==> config.mk <==
export PLATFORM = sky130hd
export DESIGN_NAME = multibyte_add_seq_flat
export DESIGN_NICKNAME = d
export VERILOG_FILES = /design/src/rtl/multibyte_add_seq_if.sv /design/src/rtl/multibyte_add_seq.sv /design/src/flat_wrapper.sv
export SDC_FILE = /design/constraint.sdc
export NUM_CORES = 1
export LEC_CHECK = 0
export CAP_MARGIN = 15
export CELL_PAD_IN_SITES_DETAIL_PLACEMENT = 1
export CELL_PAD_IN_SITES_GLOBAL_PLACEMENT = 1
export CORE_MARGIN = 4
export CORE_UTILIZATION = 35
export CTS_BUF_LIST = sky130_fd_sc_hd__clkbuf_4
export DETAILED_ROUTE_END_ITERATION = 6
export GPL_ROUTABILITY_DRIVEN = 0
export PLACE_DENSITY = 0.8
export SETUP_SLACK_MARGIN = 0.15
export SYNTH_ARGS = -nofsm -noshare
export SYNTH_HDL_FRONTEND = slang
export SYNTH_SLANG_ARGS = --single-unit
==> constraint.sdc <==
create_clock -name clk -period 2.3 [get_ports clk]
set_input_delay 0.69 -clock clk [delete_from_list [all_inputs] [get_ports clk]]
set_output_delay 0.69 -clock clk [all_outputs]
set_load 0.01 [all_outputs]
### Floorplan with the power grid

Drawn at 3 px/um. Pins as bars on the die edge.
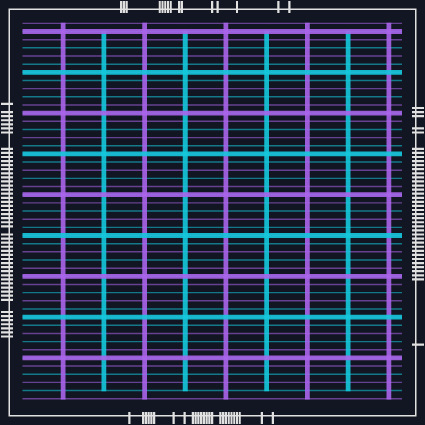
purple -> VSS
cyan -> VDD
signal pins = 131
rows = 46
met4 straps = 9
die width: 135 um
worst vdd ir: 0.444 mV
die height: 135 um

### Wiring by layer

Drawn at 3 px/um.
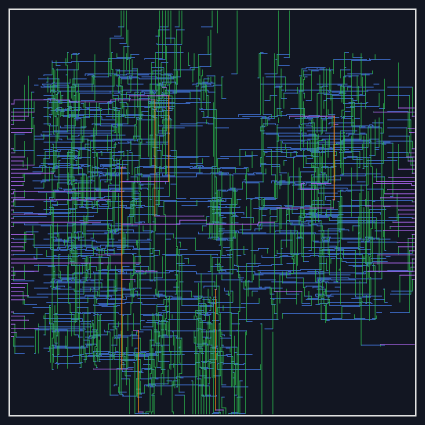
green -> M2  # wire length 7540 um
blue -> M1  # wire length 6650 um
purple -> M3  # wire length 820 um
orange -> M4  # wire length 230 um
vias after detailed routing: 4349
drt wl/cell: 18.0 um
final WL: 15200 um
aggregate global-route resource usage: 17.3%

### Logic cells by family

Drawn at 2 px/um.
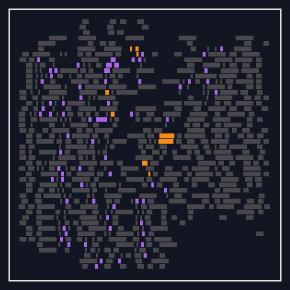
purple -> aoi and oai cells  # cells 67
orange -> nor cells  # cells 9
dominant logic cell type in the layout: dfrtp_1
Finished Layout Cells: 846

==> results.sh <==
# physical design summary
export IMPL_num_fill_cells=1727
export IMPL_nNetsFinal=701
export IMPL_layout_top_cells="127 x dfrtp_1, 113 x nand2_1, 79 x a22o_1"
export IMPL_nClkBuffers=17
export IMPL_powerClk_mw=1.85
export IMPL_crit_family="flip-flops"
export IMPL_status="complete, no violations"
export IMPL_rsz0062_at_grt="false"
export IMPL_power_mw=8.67
export IMPL_worstMarginPinSlew_ns=0.569
export IMPL_critical_path_max_stage_delay_ns=0.56
export IMPL_area_growth_pct=30.2
export IMPL_place_area_sq_um=7070
export IMPL_syn_area_sq_um=5650
export IMPL_crit_chain="clkdlybuf4s15_1"
export IMPL_gr_usage_met2_pct=29.4
export IMPL_synthCells=505
export IMPL_avgViaCountPerCell=5.14
export IMPL_seq_cell_power_mw=3.77
export IMPL_top_area_cell="dfrtp_1"
